Fig. 1: floorplan with the power grid
Bar = 20 um. Pins as bars on the die edge.
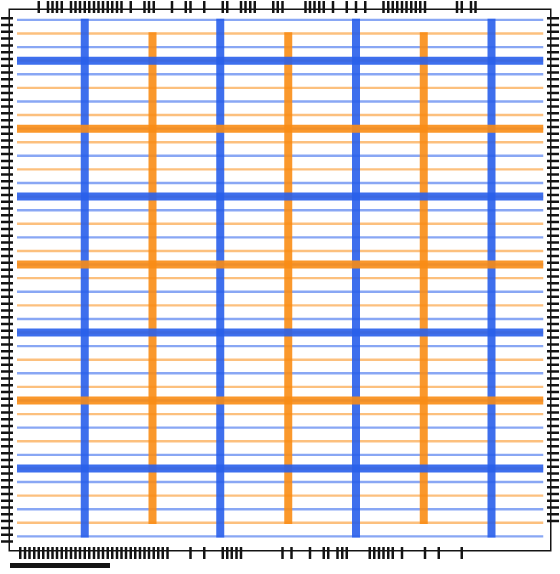
Fig. 2: placement by cell class
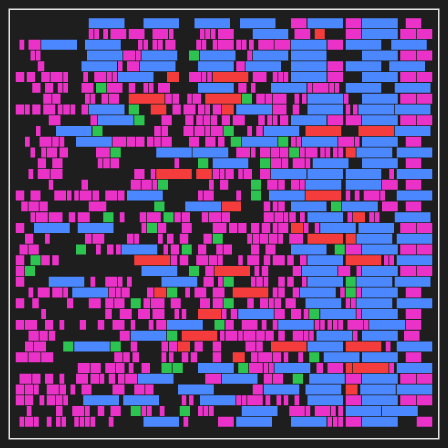
Fig. 3: clock wires, drivers and flops
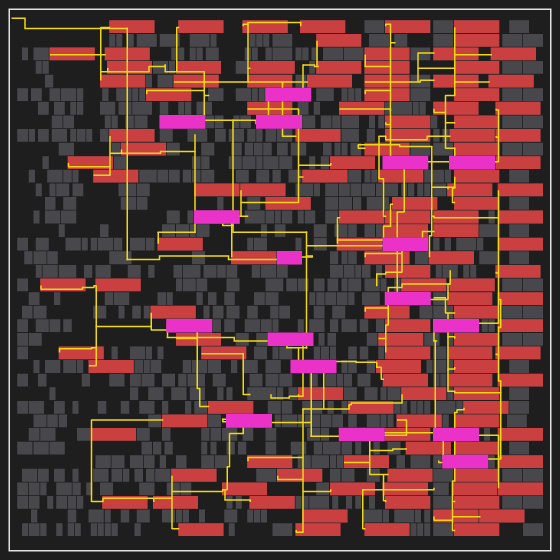
Fig. 4: signal wires by layer
Bar = 20 um.
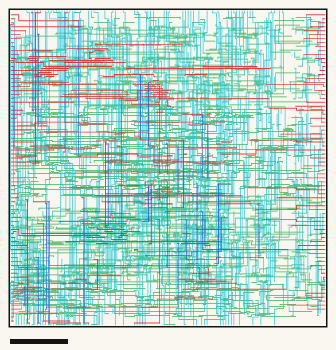
Fig. 5: track usage over the die
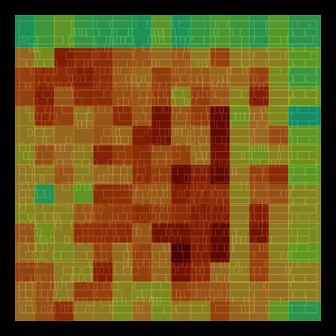
$ cat src/rtl/core_pkg.sv
// -----------------------------------------------------------------------------
// core_pkg
// Shared types for the instruction fetch front end.
//   fetch_state_t  : states of the fetch handshake sequencer
//   redirect_src_t : which redirect source won arbitration this cycle
//   FETCH_STRIDE   : byte distance between sequential fetches
// -----------------------------------------------------------------------------
package core_pkg;

    typedef enum logic [1:0] {
        FETCH_IDLE = 2'd0,
        FETCH_REQ  = 2'd1,
        FETCH_WAIT = 2'd2,
        FETCH_HOLD = 2'd3
    } fetch_state_t;

    typedef enum logic [1:0] {
        RD_NONE   = 2'd0,
        RD_TRAP   = 2'd1,
        RD_BRANCH = 2'd2,
        RD_JUMP   = 2'd3
    } redirect_src_t;

    // Compressed-instruction realignment happens downstream, so the
    // sequential stride is always one full word.
    localparam int unsigned FETCH_STRIDE = 32'd4;

endpackage

$ cat src/rtl/fetch_sequencer_redirect_arbiter.sv
// -----------------------------------------------------------------------------
// redirect_arbiter
// Combinational fixed-priority selector for PC redirects: trap > branch > jump.
// Ports:
//   i_trap / i_trap_target       trap or mret redirect and its target
//   i_branch / i_branch_target   taken branch from EX and its target
//   i_jump / i_jump_target       JAL/JALR from ID and its target
//   o_src                        winning source (RD_NONE when no redirect)
//   o_target                     target of the winning source (0 when none)
// -----------------------------------------------------------------------------
module redirect_arbiter
    import core_pkg::*;
#(
    parameter int WIDTH = 32
) (
    input  logic                i_trap,
    input  logic [WIDTH-1:0]    i_trap_target,
    input  logic                i_branch,
    input  logic [WIDTH-1:0]    i_branch_target,
    input  logic                i_jump,
    input  logic [WIDTH-1:0]    i_jump_target,
    output redirect_src_t       o_src,
    output logic [WIDTH-1:0]    o_target
);

    // Fixed-priority selection of the redirect source and its target.
    always_comb begin
        o_src    = RD_NONE;
        o_target = {WIDTH{1'b0}};
        if (i_trap) begin
            o_src    = RD_TRAP;
            o_target = i_trap_target;
        end else if (i_branch) begin
            o_src    = RD_BRANCH;
            o_target = i_branch_target;
        end else if (i_jump) begin
            o_src    = RD_JUMP;
            o_target = i_jump_target;
        end else begin
            o_src    = RD_NONE;
            o_target = {WIDTH{1'b0}};
        end
    end

endmodule

$ cat src/rtl/fetch_sequencer.sv
// -----------------------------------------------------------------------------
// fetch_sequencer
// IF-stage fetch controller. Owns the fetch PC, runs a single-outstanding
// request/grant/response handshake with instruction memory, arbitrates PC
// redirects against sequential fetch and hands words to IF/ID with valid/ready.
// Ports:
//   clk_i, rst_n_i                   clock, asynchronous active-low reset
//   fetch_enable_i, boot_addr_i      start fetching; PC loaded on first enable
//   trap_i/branch_taken_i/jump_i     redirect requests (+ *_target_i)
//   instr_req_o, instr_addr_o        bus request and word-aligned address
//   instr_gnt_i, instr_rvalid_i,
//   instr_rdata_i                    bus grant and response
//   instr_o, pc_o, valid_o, ready_i  IF/ID delivery handshake
//   flush_o                          one-cycle pulse per redirect
// -----------------------------------------------------------------------------
module fetch_sequencer
    import core_pkg::*;
#(
    parameter int               WIDTH    = 32,
    parameter logic [WIDTH-1:0] RESET_PC = {WIDTH{1'b0}}
) (
    input  logic                clk_i,
    input  logic                rst_n_i,
    input  logic                fetch_enable_i,
    input  logic [WIDTH-1:0]    boot_addr_i,
    input  logic                trap_i,
    input  logic [WIDTH-1:0]    trap_target_i,
    input  logic                branch_taken_i,
    input  logic [WIDTH-1:0]    branch_target_i,
    input  logic                jump_i,
    input  logic [WIDTH-1:0]    jump_target_i,
    output logic                instr_req_o,
    output logic [WIDTH-1:0]    instr_addr_o,
    input  logic                instr_gnt_i,
    input  logic                instr_rvalid_i,
    input  logic [WIDTH-1:0]    instr_rdata_i,
    output logic [WIDTH-1:0]    instr_o,
    output logic [WIDTH-1:0]    pc_o,
    output logic                valid_o,
    input  logic                ready_i,
    output logic                flush_o
);

    fetch_state_t       r_state;
    fetch_state_t       w_state_next;
    logic [WIDTH-1:0]   r_pc;
    logic [WIDTH-1:0]   w_pc_next;
    logic [WIDTH-1:0]   w_pc_incr;
    logic [WIDTH-1:0]   r_req_addr;
    logic [WIDTH-1:0]   w_req_addr_next;
    logic               r_discard;
    logic               w_discard_next;
    logic               r_booted;
    logic               w_booted_next;
    logic               r_valid;
    logic               w_valid_next;
    logic               w_capture;
    logic [WIDTH-1:0]   r_instr;
    logic [WIDTH-1:0]   r_pc_out;
    logic               r_flush;
    logic               w_req;

    redirect_src_t      w_redir_src;
    logic [WIDTH-1:0]   w_redir_target;
    logic               w_redir_valid;

    redirect_arbiter #(
        .WIDTH           (WIDTH)
    ) u_redirect_arbiter (
        .i_trap          (trap_i),
        .i_trap_target   (trap_target_i),
        .i_branch        (branch_taken_i),
        .i_branch_target (branch_target_i),
        .i_jump          (jump_i),
        .i_jump_target   (jump_target_i),
        .o_src           (w_redir_src),
        .o_target        (w_redir_target)
    );

    assign w_redir_valid = (w_redir_src != RD_NONE);
    // Wraps naturally modulo 2^WIDTH.
    assign w_pc_incr     = r_pc + WIDTH'(FETCH_STRIDE);

    // FSM state register.
    always_ff @(posedge clk_i or negedge rst_n_i) begin
        if (!rst_n_i) begin
            r_state <= FETCH_IDLE;
        end else begin
            r_state <= w_state_next;
        end
    end

    // Next-state and next-datapath decode for the fetch handshake.
    always_comb begin
        w_state_next    = r_state;
        w_pc_next       = r_pc;
        w_req_addr_next = r_req_addr;
        w_discard_next  = r_discard;
        w_booted_next   = r_booted;
        w_valid_next    = r_valid;
        w_capture       = 1'b0;
        case (r_state)
            FETCH_IDLE: begin
                if (w_redir_valid) begin
                    w_pc_next = w_redir_target;
                end else if (fetch_enable_i && !r_booted) begin
                    // Boot address only on the first enable after reset;
                    // later re-enables resume from the retained PC.
                    w_pc_next = boot_addr_i;
                end else begin
                    w_pc_next = r_pc;
                end
                if (fetch_enable_i) begin
                    w_state_next  = FETCH_REQ;
                    w_booted_next = 1'b1;
                end else begin
                    w_state_next  = FETCH_IDLE;
                end
            end
            FETCH_REQ: begin
                if (instr_gnt_i) begin
                    w_state_next    = FETCH_WAIT;
                    w_req_addr_next = r_pc;
                    if (w_redir_valid) begin
                        // The transaction just granted is already stale.
                        w_pc_next      = w_redir_target;
                        w_discard_next = 1'b1;
                    end else begin
                        w_pc_next      = w_pc_incr;
                    end
                end else if (w_redir_valid) begin
                    // Address may still change while the grant is pending.
                    w_pc_next = w_redir_target;
                end else begin
                    w_pc_next = r_pc;
                end
            end
            FETCH_WAIT: begin
                if (instr_rvalid_i) begin
                    if (r_discard || w_redir_valid) begin
                        w_discard_next = 1'b0;
                        w_state_next   = fetch_enable_i ? FETCH_REQ : FETCH_IDLE;
                        if (w_redir_valid) begin
                            w_pc_next = w_redir_target;
                        end else begin
                            w_pc_next = r_pc;
                        end
                    end else begin
                        w_capture    = 1'b1;
                        w_valid_next = 1'b1;
                        w_state_next = FETCH_HOLD;
                    end
                end else if (w_redir_valid) begin
                    // Keep waiting: the bus still owes us this response.
                    w_discard_next = 1'b1;
                    w_pc_next      = w_redir_target;
                end else begin
                    w_state_next = FETCH_WAIT;
                end
            end
            FETCH_HOLD: begin
                if (w_redir_valid) begin
                    w_valid_next = 1'b0;
                    w_pc_next    = w_redir_target;
                    w_state_next = fetch_enable_i ? FETCH_REQ : FETCH_IDLE;
                end else if (ready_i) begin
                    w_valid_next = 1'b0;
                    w_state_next = fetch_enable_i ? FETCH_REQ : FETCH_IDLE;
                end else begin
                    w_state_next = FETCH_HOLD;
                end
            end
            default: begin
                w_state_next   = FETCH_IDLE;
                w_discard_next = 1'b0;
                w_valid_next   = 1'b0;
            end
        endcase
    end

    // PC, in-flight address, discard flag and IF/ID output registers.
    always_ff @(posedge clk_i or negedge rst_n_i) begin
        if (!rst_n_i) begin
            r_pc       <= RESET_PC;
            r_req_addr <= {WIDTH{1'b0}};
            r_discard  <= 1'b0;
            r_booted   <= 1'b0;
            r_valid    <= 1'b0;
            r_instr    <= {WIDTH{1'b0}};
            r_pc_out   <= {WIDTH{1'b0}};
            r_flush    <= 1'b0;
        end else begin
            r_pc       <= w_pc_next;
            r_req_addr <= w_req_addr_next;
            r_discard  <= w_discard_next;
            r_booted   <= w_booted_next;
            r_valid    <= w_valid_next;
            r_flush    <= w_redir_valid;
            if (w_capture) begin
                r_instr  <= instr_rdata_i;
                r_pc_out <= r_req_addr;
            end else begin
                r_instr  <= r_instr;
                r_pc_out <= r_pc_out;
            end
        end
    end

    // Output decode: request is a pure function of the state register.
    always_comb begin
        w_req = 1'b0;
        if (r_state == FETCH_REQ) begin
            w_req = 1'b1;
        end else begin
            w_req = 1'b0;
        end
    end

    assign instr_req_o  = w_req;
    assign instr_addr_o = {r_pc[WIDTH-1:2], 2'b00};
    assign instr_o      = r_instr;
    assign pc_o         = r_pc_out;
    assign valid_o      = r_valid;
    assign flush_o      = r_flush;

endmodule

$ cat config.mk
export PLATFORM = sky130hd
export DESIGN_NAME = fetch_sequencer
export DESIGN_NICKNAME = d
export VERILOG_FILES = /design/src/rtl/core_pkg.sv /design/src/rtl/fetch_sequencer_redirect_arbiter.sv /design/src/rtl/fetch_sequencer.sv
export SDC_FILE = /design/constraint.sdc
export NUM_CORES = 1
export LEC_CHECK = 0
export CORE_UTILIZATION = 64
export CTS_CLUSTER_DIAMETER = 80
export DETAILED_ROUTE_END_ITERATION = 10
export DONT_BUFFER_PORTS = 1
export HOLD_SLACK_MARGIN = 0.02
export PLACE_DENSITY = 0.8
export SLEW_MARGIN = 5
export SYNTH_ARGS = -nofsm -noshare
export SYNTH_HDL_FRONTEND = slang
export SYNTH_SLANG_ARGS = --single-unit
$ cat constraint.sdc
create_clock -name clk_i -period 3.5 [get_ports clk_i]
set_clock_uncertainty 0.2 [all_clocks]
set_input_delay 0.7 -clock clk_i [delete_from_list [all_inputs] [get_ports clk_i]]
set_output_delay 0.7 -clock clk_i [all_outputs]
set_load 0.1 [all_outputs]
==> reports/results.ini <==
[outcome]
outcome=finished with violations
violations=hold timing

[placed_design]
numPortBuffers=0
placed_cells=869

[finish]
n_all_inverters=10
buffer_area_share_pct=4.415
num_antenna_cells=1
regArea_um2=3353
comb_share_pct=42.92
clkbuf_count=17
layout_top_cell=nand2_1

[power]
power_frac_seq_pct=47.1
pg_comb_w=0.00235
power.density_nw_per_um2=969.9
p_leak_nw=3.562

[worst_setup_path]
cp-end-kind=register
path_cells=ha_1, nand3_1, or4_1, nor4_1, o21ai_0, a211oi_1
crit_path_start=r_pc[2]

[detailed_routing]
top_layer=met4
wl_met2_mm=11.15
drt_iter0_drc=740

[synthesis]
async_reset_ff_share_pct=100.0
synth_cells=771
most_common_cell=nand2_1
ys_area_um2=7199
ys_top_cells_by_count=nand2_1 (158), dfrtp_1 (134), mux2_2 (65), clkbuf_1 (46), nor2_1 (34)
synth-edff-count=0
synthFlopType=dfrtp_1
synth_seq_share_pct=46.58
yosysWarnings=0
xor_area_share_pct=0
syn_area_per_cell_um2=9.338

[final_timing]
hold_slack_ns=-0.3370
rsz0062_at_grt=no
post-route-min-period_ns=2.806
hold_viol=134

[floorplanning]
die_area_um2=11680
tap_cells=140
core_util_floorplan_pct=66.12

[global_route]
grt_pass1_wl_mm=34.78

[clock_tree]
clockBufferDepth=2

[flow_run]
cap_viol_max_count=0

Back to the opening pictures, Fig. 1:
Key: orange = VDD; blue = VSS
39 met1 rails follow the rows. 268 signal pins sit on the boundary. The core has 38 rows. 7 straps on met4.
Die Width: 108.1 um
Die H: 108.1 um
Core Area: 10890 um2

Back to the opening pictures, Fig. 2:
Key: red = clock drivers and dummy loads [cells 32, share of their area 7.2%]; green = remaining buffers and delay cells [cells 46, share of their area 4.5%]; magenta = remaining logic cells [cells 549, share of their area 44%]; blue = sequential cells [cells 134, share of their area 44%]
Final Cell Area: 7821 um2
Seq/total area: 42.87%
Final Util: 71.83%
Rows: 38

Back to the opening pictures, Fig. 3:
Key: yellow = clock wires [length 1610 um]; magenta = clock-net drivers [count 17]; red = flip-flops [count 134]
Position of the flops: widely spread.
P_clk: 0.00166 W
clock power share: 21.9%
Late-Pin Clk Latency: 0.53 ns

Back to the opening pictures, Fig. 4:
Key: cyan = M2 [wire length 11200 um]; red = M3 [wire length 2700 um]; green = M1 [wire length 8690 um]; blue = M4 [wire length 999 um]
Avg WL per Cell: 26.10 um
GRT Util Overall: 40.77%
DR vias: 6331
Post-Route WL: 23.54 mm

Back to the opening pictures, Fig. 5:
most used routing layer: met2
GRT met2 Usage: 66.11%

No activity file was given, so power comes from the tool's default toggle rates.
